==> config.mk <==
export PLATFORM = sky130hd
export DESIGN_NAME = ps_seq_core
export DESIGN_NICKNAME = d
export VERILOG_FILES = /design/src/rtl/ps_seq_core.sv
export SDC_FILE = /design/constraint.sdc
export NUM_CORES = 1
export LEC_CHECK = 0
export CORE_MARGIN = 10
export CORE_UTILIZATION = 55
export CTS_BUF_LIST = sky130_fd_sc_hd__clkbuf_4
export DETAILED_ROUTE_END_ITERATION = 10
export GPL_TIMING_DRIVEN = 0
export PLACE_DENSITY = 0.83
export SETUP_SLACK_MARGIN = 0.4
export SLEW_MARGIN = 20
export SYNTH_ARGS = -nofsm -noshare
export SYNTH_HDL_FRONTEND = slang
export SYNTH_SLANG_ARGS = --single-unit
==> constraint.sdc <==
create_clock -name clk -period 4.4 [get_ports clk]
set_clock_uncertainty 0.05 [all_clocks]
set_input_delay 1.32 -clock clk [delete_from_list [all_inputs] [get_ports clk]]
set_output_delay 1.32 -clock clk [all_outputs]
set_load 0.01 [all_outputs]
==> src/rtl/ps_seq_core.sv <==
// Program sequencer core: fetch/decode/execute address pipeline, execute-stage
// jump/call/return with two-slot squash, RUN/IDLE state machine, and a PC stack
// with live empty/full and sticky overflow/underflow flags.
module ps_seq_core #(
  parameter int unsigned AW        = 16,
  parameter int unsigned STK_DEPTH = 4,
  localparam int unsigned PW       = $clog2(STK_DEPTH) + 1
) (
  input  logic          clk,
  input  logic          rst,
  input  logic          seq_jmp_en,
  input  logic          seq_call_en,
  input  logic          seq_rts_en,
  input  logic [AW-1:0] seq_tgt,
  input  logic          seq_idle,
  input  logic          seq_wake,
  input  logic          seq_push,
  input  logic          seq_pop,
  input  logic          seq_wr_top,
  input  logic [AW-1:0] seq_wdata,
  input  logic          seq_stky_clr,
  output logic [AW-1:0] pm_add,
  output logic          pm_cslt,
  output logic [AW-1:0] ps_faddr,
  output logic [AW-1:0] ps_daddr,
  output logic [AW-1:0] ps_pc,
  output logic          ps_dvalid,
  output logic          ps_pvalid,
  output logic [AW-1:0] stk_top,
  output logic [PW-1:0] stk_ptr,
  output logic [3:0]    stcky
);

  localparam int unsigned IW = $clog2(STK_DEPTH);

  typedef enum logic [0:0] {StRun, StIdle} state_e;

  state_e        st_q, st_d;
  logic [AW-1:0] faddr_q, faddr_d;
  logic [AW-1:0] daddr_q, daddr_d;
  logic [AW-1:0] pc_q, pc_d;
  logic          dvalid_q, dvalid_d;
  logic          pvalid_q, pvalid_d;

  logic [AW-1:0] stk_q [STK_DEPTH];
  logic [AW-1:0] stk_d [STK_DEPTH];
  logic [PW-1:0] ptr_q, ptr_d;
  logic          ovf_q, ovf_d;
  logic          unf_q, unf_d;
  logic          ovf_set, unf_set;

  logic          stk_empty, stk_full;
  logic [PW-1:0] ptr_m1;
  logic [IW-1:0] top_idx, push_idx;
  logic [AW-1:0] top_val;

  logic          honour;
  logic          rts_go, call_go, jmp_go, idle_go, redirect;
  logic [AW-1:0] tgt;

  assign stk_empty = (ptr_q == '0);
  assign stk_full  = (ptr_q == PW'(STK_DEPTH));
  assign ptr_m1    = ptr_q - PW'(1);
  assign top_idx   = ptr_m1[IW-1:0];
  assign push_idx  = ptr_q[IW-1:0];
  assign top_val   = stk_empty ? '0 : stk_q[top_idx];

  // Control requests only count for a valid execute slot while running.
  assign honour   = (st_q == StRun) && pvalid_q;
  assign rts_go   = honour && seq_rts_en;
  assign call_go  = honour && seq_call_en && !seq_rts_en;
  assign jmp_go   = honour && seq_jmp_en && !seq_rts_en && !seq_call_en;
  assign idle_go  = honour && seq_idle && !seq_rts_en && !seq_call_en && !seq_jmp_en;
  assign redirect = rts_go || call_go || jmp_go;
  // An rts on an empty stack returns to address 0 (top_val is 0 then).
  assign tgt      = rts_go ? top_val : seq_tgt;

  // Next-state logic for the RUN/IDLE machine and the address pipeline.
  always_comb begin
    st_d     = st_q;
    faddr_d  = faddr_q;
    daddr_d  = daddr_q;
    pc_d     = pc_q;
    dvalid_d = dvalid_q;
    pvalid_d = pvalid_q;
    unique case (st_q)
      StRun: begin
        if (redirect) begin
          // Squash both in-flight slots; the target is fetched next.
          faddr_d  = tgt;
          daddr_d  = faddr_q;
          pc_d     = daddr_q;
          dvalid_d = 1'b0;
          pvalid_d = 1'b0;
        end else if (idle_go) begin
          // Freeze with the instruction after IDLE queued for wake-up.
          faddr_d  = pc_q + AW'(1);
          dvalid_d = 1'b0;
          pvalid_d = 1'b0;
          st_d     = StIdle;
        end else begin
          faddr_d  = faddr_q + AW'(1);
          daddr_d  = faddr_q;
          pc_d     = daddr_q;
          dvalid_d = 1'b1;
          pvalid_d = dvalid_q;
        end
      end
      StIdle: begin
        if (seq_wake) begin
          st_d = StRun;
        end
      end
      default: st_d = StRun;
    endcase
  end

  // Next-state logic for the PC stack; call/rts take precedence over explicit ops.
  always_comb begin
    stk_d   = stk_q;
    ptr_d   = ptr_q;
    ovf_set = 1'b0;
    unf_set = 1'b0;
    if (call_go) begin
      if (stk_full) begin
        ovf_set = 1'b1;
      end else begin
        stk_d[push_idx] = pc_q + AW'(1);
        ptr_d           = ptr_q + PW'(1);
      end
    end else if (rts_go) begin
      if (stk_empty) begin
        unf_set = 1'b1;
      end else begin
        ptr_d = ptr_m1;
      end
    end else if (seq_push && seq_pop) begin
      if (!stk_empty) begin
        stk_d[top_idx] = seq_wdata;
      end
    end else if (seq_push) begin
      if (stk_full) begin
        ovf_set = 1'b1;
      end else begin
        stk_d[push_idx] = seq_wdata;
        ptr_d           = ptr_q + PW'(1);
      end
    end else if (seq_pop) begin
      if (stk_empty) begin
        unf_set = 1'b1;
      end else begin
        ptr_d = ptr_m1;
      end
    end else if (seq_wr_top && !stk_empty) begin
      stk_d[top_idx] = seq_wdata;
    end
    // A set in the same cycle as a clear wins.
    ovf_d = (ovf_q && !seq_stky_clr) || ovf_set;
    unf_d = (unf_q && !seq_stky_clr) || unf_set;
  end

  // State registers with asynchronous active-low reset.
  always_ff @(posedge clk or negedge rst) begin
    if (!rst) begin
      st_q     <= StRun;
      faddr_q  <= '0;
      daddr_q  <= '0;
      pc_q     <= '0;
      dvalid_q <= 1'b0;
      pvalid_q <= 1'b0;
      stk_q    <= '{default: '0};
      ptr_q    <= '0;
      ovf_q    <= 1'b0;
      unf_q    <= 1'b0;
    end else begin
      st_q     <= st_d;
      faddr_q  <= faddr_d;
      daddr_q  <= daddr_d;
      pc_q     <= pc_d;
      dvalid_q <= dvalid_d;
      pvalid_q <= pvalid_d;
      stk_q    <= stk_d;
      ptr_q    <= ptr_d;
      ovf_q    <= ovf_d;
      unf_q    <= unf_d;
    end
  end

  assign pm_add    = faddr_q;
  assign pm_cslt   = (st_q == StRun);
  assign ps_faddr  = faddr_q;
  assign ps_daddr  = daddr_q;
  assign ps_pc     = pc_q;
  assign ps_dvalid = dvalid_q;
  assign ps_pvalid = pvalid_q;
  assign stk_top   = top_val;
  assign stk_ptr   = ptr_q;
  assign stcky     = {unf_q, ovf_q, stk_full, stk_empty};

endmodule
registers.png
Drawn at 4 px/um. Other sequential cells in the stronger grey, the rest of the logic in the fainter grey.
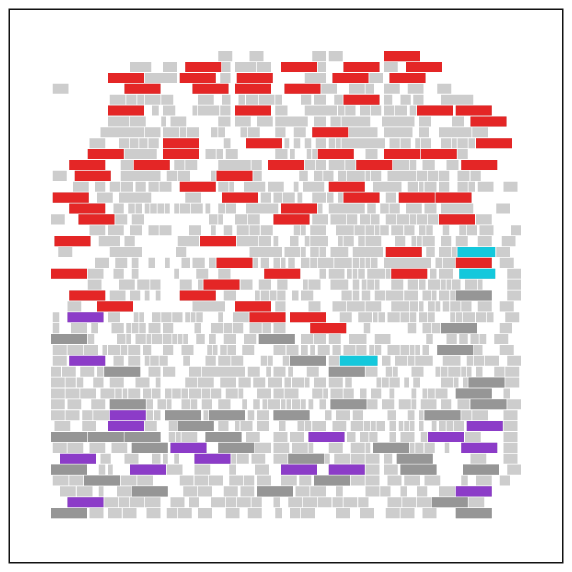
legend:
  purple:
    name_in_the_netlist: ps_pc
    sequential_cells: 16
  cyan:
    name_in_the_netlist: stk_ptr
    sequential_cells: 3
  red:
    name_in_the_netlist: stk_q
    sequential_cells: 64
not coloured: 37
flop share of the area: 30.9%
Reg area: 3010 um2

wire_density.png
Drawn at 3 px/um. The die is cut into 28 by 28 equal tiles; dark blue is low, red is high, scaled to the fullest tile. Values are wire area over tile area, all layers added.
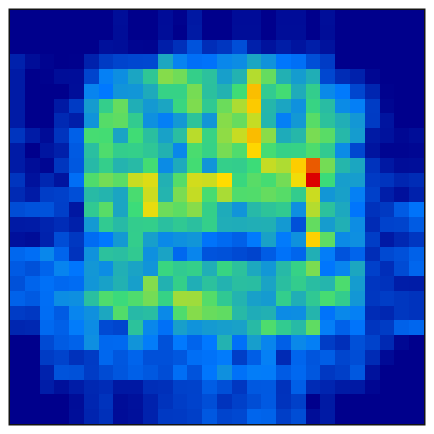
nearly empty tiles: 17%
tiles over half the peak: 12%
densest ninth of the die: centre
mean over tiles: 0.25
vias post-DR: 7573
DR WL/cell: 25.2 um
GRT Overall Usage: 28.2%

port_nets.png
Drawn at 3 px/um.
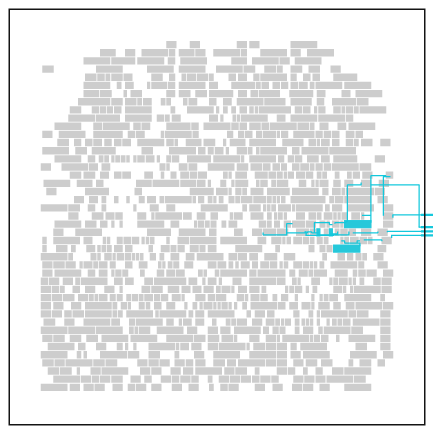
legend:
  cyan:
    port: stcky
    bits: 4
    direction: output
    edge: east
    end_cells: 4
    buffers: 8
    wire: 211 um
Top-Level Pins: 133
Port Buffers: 131

==> job_summary.md <==
### Metrics collected by this job

| Metric | Value |
|---|---|
| Setup violations, final | `0` |
| Slew Limit Fails | `0` |
| Yosys warns | `0` |
| Gpl congestion | `0.967` |
| Ys cells | `749` |
| Pre-Place Util | `55.6%` |
| Crit-path cells | `buf_12, buf_12, clkinvlp_4, ha_4, buf_12, bufbuf_16, mux2i_1, a211oi_2, buf_2` |
| Clk Latency, worst-skew pair | `0.60 ns` |
| Htree depth | `4` |
| Sequential area share after synthesis | `39.2%` |
| Synth unique cells | `65` |
| Max-cap violations | `0` |
| CP max-delay cell | `dfrtp_2` |
| Antenna Nets Post-Route | `0` |
| Synth Net Count | `800` |
| DR pass1 iterations | `7` |
| Synth async-reset ratio | `100%` |
| TritonCTS buffer count | `17` |
| Vias per cell | `6.85` |
| Top cells by area | `dfrtp_1, mux2_2, mux4_2` |
| Lkg Pwr | `3.97 nW` |
| CP delay by family, top | `buffers and inverters` |
| Result of the run | `complete, no violations` |
| EDFF count, synth | `0` |
| Clock power frac | `11.1%` |
| R2r startpoint | `ps_pc[0]` |
| Footprint of the multi-input gates | `4280 um2` |
| Crit path buf inv count | `6` |
| Cycle use final | `90.6%` |
| Overall power | `0.00787 W` |
final_placement.png
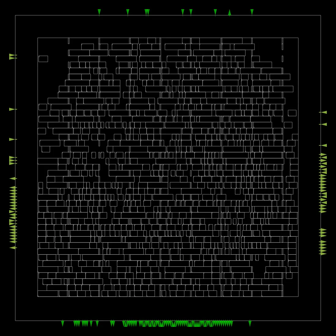
Final Core Density: 70.6%
Rows: 43
registers: 120
fillers: 1064

metal_stack.png
Drawn at 3 px/um. Only two layers are drawn.
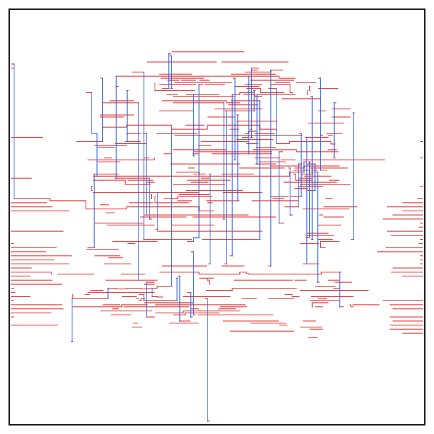
legend:
  red:
    layer: met3
    wire_length: 3200 um
  blue:
    layer: met4
    wire_length: 1390 um

==> final timing paths <==
kind | endpoint | slack (ns) | cells after the start
max | stk_top[3] | 0.41 | 9
min | stk_q[18] | 0.45 | 1
max reg2reg | stk_q[59] | 1.31 | 5
min reg2reg | stk_q[18] | 0.45 | 1
max in group asynchronous | stk_ptr[1] | 2.92 | 2
min in group asynchronous | stk_q[53] | 0.64 | 1
==> cells in the final DEF (no fill, tap or decap), types with 6 or more instances in the layout <==
cell             count
dfrtp_1            118
clkdlybuf4s50_1    114
mux2_2              69
nand2_1             46
nor2_1              35
o21ai_0             34
a22oi_1             33
buf_4               32
a32oi_1             29
nand3_1             28
clkbuf_1            25
o22ai_1             21
buf_2               20
o2bb2ai_1           19
clkbuf_4            17
nor3_1              16
xnor2_1             16
o211ai_1            16
mux4_2              14
a21oi_1             14
and2_4              11
xor2_1              11
inv_1               10
nor4_1              10
mux2_4              10
and2_1               9
clkbuf_2             7
nand4_1              7
ha_1                 7
mux2i_1              6
==> flip-flops by register name, indices dropped and copies added, names as in the netlist <==
register,count
stk_ptr,3
ovf_q,1
stk_q,64
ps_pvalid,1
st_q,1
unf_q,1
ps_pc,16
pm_add,16
ps_dvalid,1
ps_daddr,16
==> what timing repair did <==
action,CTS,global route
resized,70,20
gates cloned,1,0
pin swaps,3,2
buffers inserted,10,1
setup endpoints to repair,20,15
==> cell type report <==
cell class | instances | area share [%]
repair buffers | 144 | 14.4
multi-input cells | 543 | 43.9
well taps | 180 | 2.31
clock inverters | 15 | 1.84
clock buffers | 17 | 1.31
diodes | 1 | 0.0257
plain buffers | 73 | 4.68
inverters | 13 | 0.579
flip-flops and latches | 120 | 30.9
==> per-stage QoR <==
stage          instances  utilization, %  TNS (ns)  instance area (um2)
6_report            1106            70.6         0                 9730
5_1_grt             1105            70.6         0                 9730
4_1_cts             1104            70.8         0                 9760
3_5_place_dp        1061            67.0    -11.88                 9230
3_3_place_gp        1060            66.8   -344.55                 9200
2_1_floorplan        749               -         0                 7660
==> routing by layer <==
| metal | GRT usage, % | wire [um] | up-vias |
|---|---|---|---|
| li1 | - | - | 3199 |
| met1 | 35.7 | 10700 | 3661 |
| met2 | 42.6 | 12600 | 594 |
| met3 | 7.57 | 3200 | 119 |
| met4 | 16.0 | 1390 | 0 |
| met5 | 0 | 0 | - |
==> kinds of logic (layout without fill, tap and decap cells) <==
| kind of cell | count (synthesis) | count (layout) | share of synthesized area (%) |
|---|---|---|---|
| compound gates | 212 | 212 | 20.4 |
| simple gates | 197 | 197 | 13.2 |
| flops | 120 | 120 | 39.2 |
| mux | 99 | 99 | 17.0 |
| buf+inv | 86 | 262 | 5.75 |
| xor+xnor | 27 | 27 | 3.09 |
| fa+ha+maj | 8 | 8 | 1.31 |
| other cells | 0 | 1 | 0 |
==> power by group through the flow <==
stage	Clock, W	Combinational [W]	Sequential (W)
finish	0.000870	0.00489	0.00211
global route	0.000910	0.00513	0.00216
CTS	0.000870	0.00481	0.00208
detailed placement	0	0.00444	0.00210
global placement	0	0.00438	0.00209
floorplan	0	0.00252	0.00205
Power is estimated from default activity; no workload was simulated.
